--- config.mk ---
export PLATFORM = sky130hd
export DESIGN_NAME = seg7_scan
export DESIGN_NICKNAME = d
export VERILOG_FILES = /design/src/rtl/seg7_scan_pkg.sv /design/src/rtl/hex7seg.sv /design/src/rtl/seg7_scan.sv
export SDC_FILE = /design/constraint.sdc
export NUM_CORES = 1
export LEC_CHECK = 0
export ABC_AREA = 1
export CELL_PAD_IN_SITES_DETAIL_PLACEMENT = 1
export CELL_PAD_IN_SITES_GLOBAL_PLACEMENT = 1
export CORE_MARGIN = 5
export CORE_UTILIZATION = 40
export CTS_CLUSTER_SIZE = 28
export DETAILED_ROUTE_END_ITERATION = 10
export PLACE_DENSITY = 0.83
export SYNTH_ARGS = -nofsm -noshare
export SYNTH_HDL_FRONTEND = slang
export SYNTH_HIERARCHICAL = 1
export SYNTH_SLANG_ARGS = --single-unit
export TNS_END_PERCENT = 5
--- constraint.sdc ---
create_clock -name CLK -period 2.8 [get_ports CLK]
set_input_delay 0.56 -clock CLK [delete_from_list [all_inputs] [get_ports CLK]]
set_output_delay 0.56 -clock CLK [all_outputs]
set_load 0.005 [all_outputs]
--- src/rtl/seg7_scan_pkg.sv ---
// rtl/seg7_scan_pkg.sv - shared seven-segment display constants
// Contents:
//   SEG_OFF    : all segments dark (active-low), decimal point off
//   AN_OFF     : all digit anodes disabled (active-low)
//   HEX7_TABLE : hex nibble -> active-low {g,f,e,d,c,b,a}, index = nibble value
package seg7_scan_pkg;

  localparam logic [7:0] SEG_OFF = 8'hFF;
  localparam logic [7:0] AN_OFF  = 8'hFF;

  // Packed so that HEX7_TABLE[n] is the pattern for nibble n; the first
  // element of the concatenation lands in the highest index (F).
  localparam logic [15:0][6:0] HEX7_TABLE = {
    7'h0E, 7'h06, 7'h21, 7'h46, 7'h03, 7'h08, 7'h10, 7'h00,
    7'h78, 7'h02, 7'h12, 7'h19, 7'h30, 7'h24, 7'h79, 7'h40
  };

endpackage

--- src/rtl/hex7seg.sv ---
// rtl/hex7seg.sv - combinational hex nibble to seven-segment decoder
// Ports:
//   nib   : 4-bit hex value
//   seg_n : active-low segments {g,f,e,d,c,b,a}
module hex7seg
  import seg7_scan_pkg::*;
(
  input  logic [3:0] nib,
  output logic [6:0] seg_n
);

  assign seg_n = HEX7_TABLE[nib];

endmodule

--- src/rtl/seg7_scan.sv ---
// rtl/seg7_scan.sv - multiplexed 8-digit hex seven-segment scanner
// Parameters:
//   DIV  : clock cycles per digit slot (2 .. 2^20)
//   DEAD : cycles at the start of each slot with all anodes off (0 .. DIV-1)
// Ports:
//   CLK     : system clock
//   RST_N   : asynchronous active-low reset
//   Vdata   : 32-bit word to display, nibble i -> digit i (digit 0 rightmost)
//   SEL_LED : one-hot source indicator, mirrored on LED after one register
//   BLANK   : leading-zero blanking enable
//   FREEZE  : hold the displayed snapshot across frame boundaries
//   SEG     : active-low segments, SEG[7] decimal point (always off)
//   AN      : active-low digit enables, AN[i] selects digit i
//   LED     : registered copy of SEL_LED
module seg7_scan
  import seg7_scan_pkg::*;
#(
  parameter int DIV  = 50000,
  parameter int DEAD = 500
) (
  input  logic        CLK,
  input  logic        RST_N,
  input  logic [31:0] Vdata,
  input  logic [4:0]  SEL_LED,
  input  logic        BLANK,
  input  logic        FREEZE,
  output logic [7:0]  SEG,
  output logic [7:0]  AN,
  output logic [4:0]  LED
);

  localparam int          CW     = (DIV > 1) ? $clog2(DIV) : 1;
  localparam logic [31:0] DEAD_U = DEAD;

  logic [CW-1:0] cnt_q, cnt_d;
  logic [2:0]    idx_q, idx_d;
  logic [31:0]   snap_q, snap_d;
  logic [7:0]    an_q, an_d;
  logic [7:0]    seg_q, seg_d;
  logic [4:0]    led_q, led_d;

  logic          tick;
  logic          in_dead;
  logic          blank_dig;
  logic [3:0]    nib;
  logic [6:0]    dec_n;
  logic [7:0]    zero_from;

  hex7seg u_hex7seg (
    .nib   (nib),
    .seg_n (dec_n)
  );

  // zero_from[i] is set when snapshot nibbles i..7 are all zero, i.e. digit i
  // is a leading zero.
  always_comb begin
    zero_from    = '0;
    zero_from[7] = (snap_q[31:28] == 4'h0);
    for (int i = 6; i >= 0; i--) begin
      zero_from[i] = zero_from[i+1] && (snap_q[4*i +: 4] == 4'h0);
    end
  end

  always_comb begin
    tick      = (cnt_q == CW'(DIV - 1));
    in_dead   = ({{(32-CW){1'b0}}, cnt_q} < DEAD_U);
    nib       = snap_q[{idx_q, 2'b00} +: 4];
    blank_dig = BLANK && (idx_q != 3'd0) && zero_from[idx_q];

    cnt_d  = tick ? '0 : cnt_q + CW'(1);
    idx_d  = tick ? idx_q + 3'd1 : idx_q;
    // Only reload at the end of slot 7 so a frame never mixes two words.
    snap_d = (tick && (idx_q == 3'd7) && !FREEZE) ? Vdata : snap_q;
    led_d  = SEL_LED;

    an_d  = AN_OFF;
    seg_d = SEG_OFF;
    if (!in_dead && !blank_dig) begin
      an_d  = ~(8'h01 << idx_q);
      seg_d = {1'b1, dec_n};
    end
  end

  always_ff @(posedge CLK or negedge RST_N) begin
    if (!RST_N) begin
      cnt_q  <= '0;
      idx_q  <= 3'd0;
      snap_q <= 32'h0;
      an_q   <= AN_OFF;
      seg_q  <= SEG_OFF;
      led_q  <= 5'd0;
    end else begin
      cnt_q  <= cnt_d;
      idx_q  <= idx_d;
      snap_q <= snap_d;
      an_q   <= an_d;
      seg_q  <= seg_d;
      led_q  <= led_d;
    end
  end

  assign AN  = an_q;
  assign SEG = seg_q;
  assign LED = led_q;

endmodule
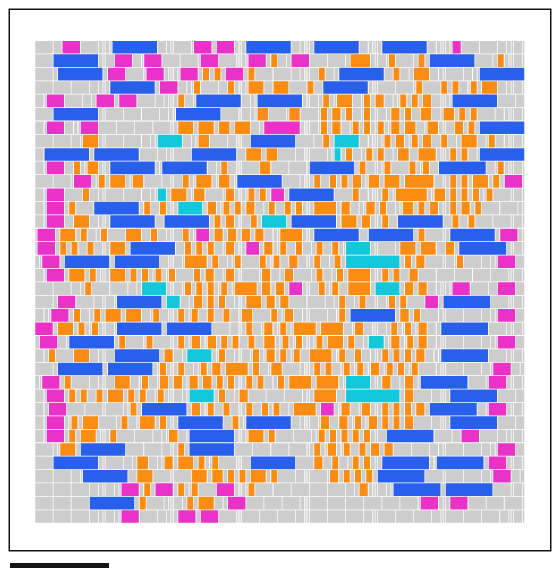
class_map.png
Scale bar: 20 um. Fill, decap, tap and diode cells in grey.
Key: registers = blue [cells 71, share of their area 38%]; clock drivers and dummy loads = cyan [cells 16, share of their area 4.7%]; remaining buffers and delay cells = magenta [cells 67, share of their area 14%]; remaining logic cells = orange [cells 398, share of their area 43%]
Core ar.: 9729 um^2
Seq/total area: 36.85%

==> impl_metrics.ini <==
; yosys + openroad results
[critical_path]
crit_slowest_cell = dfrtp_1
path_delay_family = buffers and inverters
endpoint_kind = flop

[synthesis]
syn_area_per_cell_um2 = 8.142
synthCells = 487
largest_area_cell = dfrtp_1
top_cells_by_area = dfrtp_1, dfstp_2, nand2_1, o21ai_2, inv_1
common_cells = nand2_1, inv_1, dfrtp_1, nor2_1
most_common_cell = nand2_1
yosysChipArea_um2 = 3965
postSynthSeqShare_pct = 45.28
synth_area_um2 = 3965

[drt]
vias_per_cell = 4.758
wl_met1_mm = 4.300
vias = 3259
top_layer = met4
met2_length_mm = 5.105
drt_iter0_drc = 105

[final_timing]
setup_viol = 0
post-route-min-period_ps = 2363
maxSlewHeadroom_pct = 61.79
final_max_slew_viol_count = 0
finalCritPeriodShare_pct = 84.38
rsz0062_at_grt = false

[pwr]
power_leader = sequential cells
seq_power_w = 0.00103
p_leak_nw = 2.401
p_int_w = 0.001615

[min_path]
hold_path.class = in2async

[place]
place_congestion = 0.9049
portBuffers = 60
dp_hpwl_mm = 7.628

[clocking]
cts_setup_buffers = 0
cts_buffers = 9
cts_resized = 0
cts_buffer_depth = 2
cts.clk_slew.worst_paths_ps = 80

[grt]
antenna_found_initial = 0
grt-ovfl-total = 0

[outcome]
status = finished, final reports clean

[finish]
regArea_um2 = 1795
lay_top_count = nand2_1

[floorplanning]
chipArea_um2 = 12000
ios = 62
die_y_um = 109.6
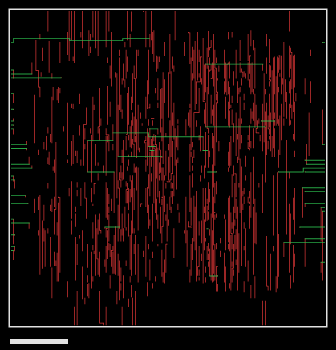
layers.png
Scale bar: 20 um. Only two layers are drawn.
Key: M3 = green [wire length 347 um]; M2 = red [wire length 5,110 um]
drt wl/cell: 14.32 um
GRT Util Overall: 17.67%

==> per-stage QoR <==
stage | hold WS (ps) | cells | cell area (um^2) | setup WS [ps]
2_1_floorplan | 264.4 | 487 | 3965 | 818.0
3_3_place_gp | 447.3 | 669 | 4649 | 643.6
3_5_place_dp | 466.8 | 669 | 4649 | 476.7
4_1_cts | 195.7 | 685 | 4872 | 432.1
5_1_grt | 220.2 | 685 | 4872 | 147.2
6_report | 195.8 | 685 | 4872 | 437.3
==> state kept, by name (all words and copies together) (netlist names) <==
name    cells
idx_q       3
SEG         7
cnt_q      16
AN          8
snap_q     32
LED         5
==> path summary, 6_finish.rpt <==
| check | slack [ps] | depth (start not counted) | start | endpoint |
|---|---|---|---|---|
| setup / recovery | 440 | 14 | idx_q[1] | SEG[3] |
| hold / removal | 200 | 1 | RST_N | cnt_q[10] |
| setup reg to reg | 440 | 14 | idx_q[1] | SEG[3] |
| hold reg to reg | 470 | 1 | cnt_q[0] | cnt_q[0] |
| max in group asynchronous | 1820 | 2 | RST_N | snap_q[1] |
| min in group CLK | 470 | 1 | cnt_q[0] | cnt_q[0] |
==> kinds of logic (layout without fill, tap and decap cells) <==
group | Yosys count | in the layout | share of synthesized area [%]
flip-flops | 71 | 71 | 45.28
AND-OR/OR-AND | 77 | 77 | 13.00
other | 1 | 1 | 0.09458
XOR/XNOR | 9 | 9 | 1.988
adder cells (fa/ha/maj) | 14 | 14 | 4.418
AND/OR/NAND/NOR | 214 | 214 | 23.73
buffers and inverters | 101 | 166 | 11.49
==> area by class of cell <==
type | instances | share of cell area, %
clock buffers | 11 | 2.902
multi-input cells | 315 | 35.18
repair buffers | 67 | 13.56
inverters | 83 | 6.420
well taps | 133 | 3.416
flip-flops and latches | 71 | 36.85
clock inverters | 5 | 1.669
